### Floorplan with the power grid

Pins as bars on the die edge.
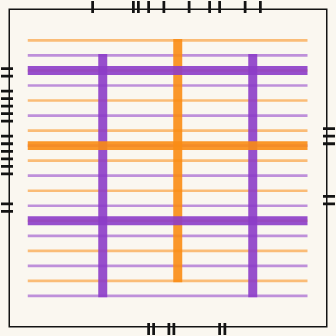
### Placement by cell class

Bar = 20 µm.
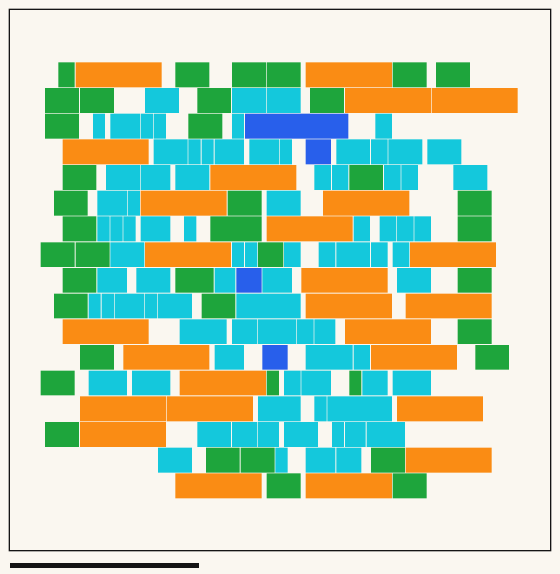
==> config.mk <==
export PLATFORM = sky130hd
export DESIGN_NAME = shift_engine
export DESIGN_NICKNAME = d
export VERILOG_FILES = /design/src/rtl/shift_engine.sv
export SDC_FILE = /design/constraint.sdc
export NUM_CORES = 1
export LEC_CHECK = 0
export CAP_MARGIN = 20
export CORE_MARGIN = 3
export CORE_UTILIZATION = 51
export DETAILED_ROUTE_END_ITERATION = 16
export GPL_TIMING_DRIVEN = 0
export PLACE_DENSITY = 0.94
export SLEW_MARGIN = 20
export SYNTH_ARGS = -nofsm -noshare
export SYNTH_HDL_FRONTEND = slang
export SYNTH_SLANG_ARGS = --single-unit
==> constraint.sdc <==
create_clock -name clk -period 3.8 [get_ports clk]
set_clock_uncertainty 0.1 [all_clocks]
set_input_delay 0.76 -clock clk [delete_from_list [all_inputs] [get_ports clk]]
set_output_delay 0.76 -clock clk [all_outputs]
set_load 0.02 [all_outputs]
==> src/rtl/shift_engine.sv <==
// Sequential shift/rotate engine: one bit per cycle over a WIDTH-bit register,
// with parallel load of the low LOAD_W bits and a busy/done handshake.
module shift_engine #(
  parameter  int WIDTH  = 16,
  parameter  int LOAD_W = 8,
  localparam int AW     = $clog2(WIDTH)
) (
  input  logic              clk,
  input  logic              R,
  input  logic              start,
  input  logic [1:0]        mode,
  input  logic [AW-1:0]     amt,
  input  logic              load,
  input  logic [LOAD_W-1:0] D,
  output logic [WIDTH-1:0]  Q,
  output logic              busy,
  output logic              done
);

  typedef enum logic [1:0] {
    IDLE  = 2'd0,
    SHIFT = 2'd1,
    DONE  = 2'd2
  } state_t;

  localparam logic [AW-1:0] AMT_MAX = AW'(WIDTH - 1);

  state_t           state, state_n;
  logic [WIDTH-1:0] q_n, q_loaded, q_shifted;
  logic [AW-1:0]    cnt, cnt_n, amt_eff;
  logic [1:0]       mode_r, mode_r_n;
  logic             busy_n, done_n;

  // Slicing Q[WIDTH-1:LOAD_W] is illegal when LOAD_W == WIDTH, so the two
  // shapes are elaborated separately.
  generate
    if (LOAD_W == WIDTH) begin : g_full_load
      assign q_loaded = D;
    end else begin : g_part_load
      assign q_loaded = {Q[WIDTH-1:LOAD_W], D};
    end
  endgenerate

  // Amounts past the top bit only exist for non-power-of-2 widths; saturate.
  assign amt_eff = (int'(amt) > WIDTH - 1) ? AMT_MAX : amt;

  always_comb begin
    case (mode_r)
      2'b00:   q_shifted = {Q[0], Q[WIDTH-1:1]};
      2'b01:   q_shifted = {Q[WIDTH-2:0], Q[WIDTH-1]};
      2'b10:   q_shifted = {1'b0, Q[WIDTH-1:1]};
      default: q_shifted = {Q[WIDTH-1], Q[WIDTH-1:1]};
    endcase
  end

  // NOTE: every signal gets its hold value first so no path can infer a latch.
  always_comb begin
    state_n  = state;
    q_n      = Q;
    cnt_n    = cnt;
    mode_r_n = mode_r;
    case (state)
      IDLE, DONE: begin
        state_n = IDLE;
        if (start) begin
          mode_r_n = mode;
          cnt_n    = amt_eff;
          state_n  = SHIFT;
        end else if (load) begin
          q_n = q_loaded;
        end
      end
      SHIFT: begin
        if (cnt != '0) begin
          q_n   = q_shifted;
          cnt_n = cnt - AW'(1);
        end else begin
          state_n = DONE;
        end
      end
      default: state_n = IDLE;
    endcase
    busy_n = (state_n == SHIFT);
    done_n = (state_n == DONE);
  end

  // NOTE: state is updated with non-blocking assignments so every flop samples
  // pre-edge values regardless of statement order.
  always_ff @(posedge clk or negedge R) begin
    if (!R) begin
      state  <= IDLE;
      Q      <= '0;
      cnt    <= '0;
      mode_r <= 2'b00;
      busy   <= 1'b0;
      done   <= 1'b0;
    end else begin
      state  <= state_n;
      Q      <= q_n;
      cnt    <= cnt_n;
      mode_r <= mode_r_n;
      busy   <= busy_n;
      done   <= done_n;
    end
  end

endmodule

==> flow_metrics.py <==
# Synthesis and PnR figures
metrics = {
    "power": {
        "power.leakage_nw": 0.742,
        "swShare": 0.410,
        "worst_ir_drop_vdd_mv": 0.555,
        "powerDensity_nw_per_um2": 884,
        "p_switching_mw": 0.642,
        "p_int_mw": 0.922,
        "clkPwrFrac": 0.125,
    },
    "die": {
        "core_um2": 2340,
        "fp.dieW_um": 57.2,
        "initial_utilization": 0.571,
        "die_h_um": 57.2,
        "placement_rows": 17,
        "ioPinCount": 36,
    },
    "global_routing": {
        "grt_pass1_wl_um": 5290,
        "track_usage": 0.207,
        "met2_usage": 0.343,
        "top_usage_layer": "met2",
        "antenna_found_initial": 0,
        "grt_max_degree": 27,
        "met1_usage": 0.273,
        "use_met3": 0.0339,
    },
    "timing": {
        "hold_violations": 0,
        "max_freq_ghz": 0.437,
        "fin_setup_tns_ns": 0,
        "slew_headroom": 0.610,
        "period_needed_ns": 2.29,
        "tightest_slew_ns": 0.585,
        "rsz0062_at_grt": "no",
        "worst_hold_slack_ns": 0.301,
        "drv_slew": 0,
        "setup_viol": 0,
    },
    "flow_run": {
        "maxCapViolCount": 0,
    },
    "routing": {
        "first_pass_iters": 4,
        "drt-initial-drc-count": 16,
        "post-route-drc-count": 0,
        "postRouteAntennaNets": 0,
        "vias_per_cell": 5.79,
    },
    "synthesis": {
        "yosysWarnings": 0,
        "syn-cell-area_um2": 1340,
        "ys_seq_frac": 0.487,
        "syn_inst": 117,
        "syn_area_per_cell_um2": 11.4,
        "ys.flop_type": "dfrtp_1",
        "synth.distinct_cells": 29,
        "async_flop_share": 1.00,
        "ys_seq_elements": 26,
        "syn_nets": 136,
        "ys_cells": 117,
    },
    "clock_tree": {
        "cts_tree": "built",
        "cts_buffer_depth": 2,
        "htree_levels": 1,
        "clkLatencyLatePin_ns": 0.33,
    },
    "finish": {
        "regArea_um2": 651,
        "layout.cells.most_common_list": "34 x clkdlybuf4s50_1, 26 x dfrtp_1, 19 x mux2i_1",
        "logic_area_um2": 603,
        "lay_top_count": "clkdlybuf4s50_1",
        "syn_to_final_growth_pct": 32.4,
    },
    "worst_setup_path": {
        "endpoint": "Q[15]",
        "crit_required_ns": 2.94,
        "r2r_cells": 6,
        "r2r_start": "cnt[0]$_DFFE_PN0P_",
        "cp_max_fo": 4,
        "path_buffers": 1,
        "max_stage_delay_ns": 0.64,
        "r2r_end": "Q[7]$_DFFE_PN0P_",
        "startpoint": "Q[15]$_DFFE_PN0P_",
        "path_class": "register to output pin",
        "worstPathArrival_ns": 1.43,
    },
    "status": {
        "status": "finished, final reports clean",
    },
    "min_path": {
        "hold_path.class": "input port to async pin",
    },
    "place": {
        "io_buffers": 35,
        "hpwl_um": 2230,
    },
}
Notes on 'Floorplan with the power grid' above:
- VDD: orange
- VSS: purple
- signal pins: 36
- met5 straps: 3
- met1 rails: 18
- met4 straps: 3
- rows: 17

Notes on 'Placement by cell class' above:
- flip-flops: orange (cells 26; share of their area 38%)
- all other logic: cyan (cells 86; share of their area 37%)
- other buffers and delay cells: green (cells 40; share of their area 22%)
- clock drivers and dummy loads: blue (cells 4; share of their area 3.0%)

power groups by stage:
| stage | Sequential [mW] | Combinational (mW) | Clock, mW |
|---|---|---|---|
| after floorplan | 0.595 | 0.477 | 0 |
| final | 0.532 | 0.837 | 0.195 |
| after detailed placement | 0.532 | 0.836 | 0 |
| after global placement | 0.524 | 0.806 | 0 |
| after global routing | 0.552 | 0.908 | 0.212 |
| after CTS | 0.530 | 0.841 | 0.194 |
cell families after synthesis:
family / Yosys count / share of synthesized area
xor+xnor: 1 / 0.00656
simple gates: 21 / 0.114
flops: 26 / 0.487
mux: 21 / 0.159
fa+ha+maj: 1 / 0.00936
compound gates: 31 / 0.162
buf+inv: 16 / 0.0618
how the worst min path moves through the flow:
stage,startpoint,end,slack [ns],cells after the start
finish,R,Q[3]$_DFFE_PN0P_,0.30,1
global placement,cnt[1]$_DFFE_PN0P_,cnt[1]$_DFFE_PN0P_,0.44,2
floorplan,R,Q[0]$_DFFE_PN0P_,0.36,0
global route,R,Q[1]$_DFFE_PN0P_,0.32,1
CTS,R,Q[0]$_DFFE_PN0P_,0.32,1
detailed placement,Q[8]$_DFFE_PN0P_,Q[8]$_DFFE_PN0P_,0.47,2
through the flow:
step                instance area (µm²)  setup slack (ns)  power [mW]  std cells
finish                             1770              1.51        1.56        184
global route                       1770              1.47        1.67        184
global placement                   1720              1.44        1.33        180
detailed placement                 1720              1.44        1.37        180
CTS                                1770              1.53        1.57        184
floorplan                          1340              2.14        1.07        117
layer usage:
metal  up-vias  share of wire
li1        504              -
met1       516           0.44
met2        38           0.50
met3         7          0.044
met4         0          0.018
met5         -              0
synth_stat cells (all sizes together), types with 2 or more instances:
master	number	area (µm²)
nand2b	3	26.3
o221a	2	22.5
clkbuf	2	7.51
mux2	2	22.5
mux2i	19	190
dfrtp	26	651
nor3b	3	45.1
buf	3	33.8
nand2	9	33.8
o221ai	8	70.1
inv	11	41.3
o21ai	16	83.8
and2	2	12.5
state kept, by name (all words and copies together), names as in the netlist:
signal,flops
state,2
busy,1
mode_r,2
cnt,4
done,1
Q,16
layout make-up:
class / instances / share of cell area
clock inverters: 1 / 0.0170
inverters: 11 / 0.0233
clock buffers: 3 / 0.0127
repair buffers: 35 / 0.195
multi-input cells: 75 / 0.341
well taps: 28 / 0.0198
flip-flops and latches: 26 / 0.368
plain buffers: 5 / 0.0233
Power and IR drop assume default switching activity.
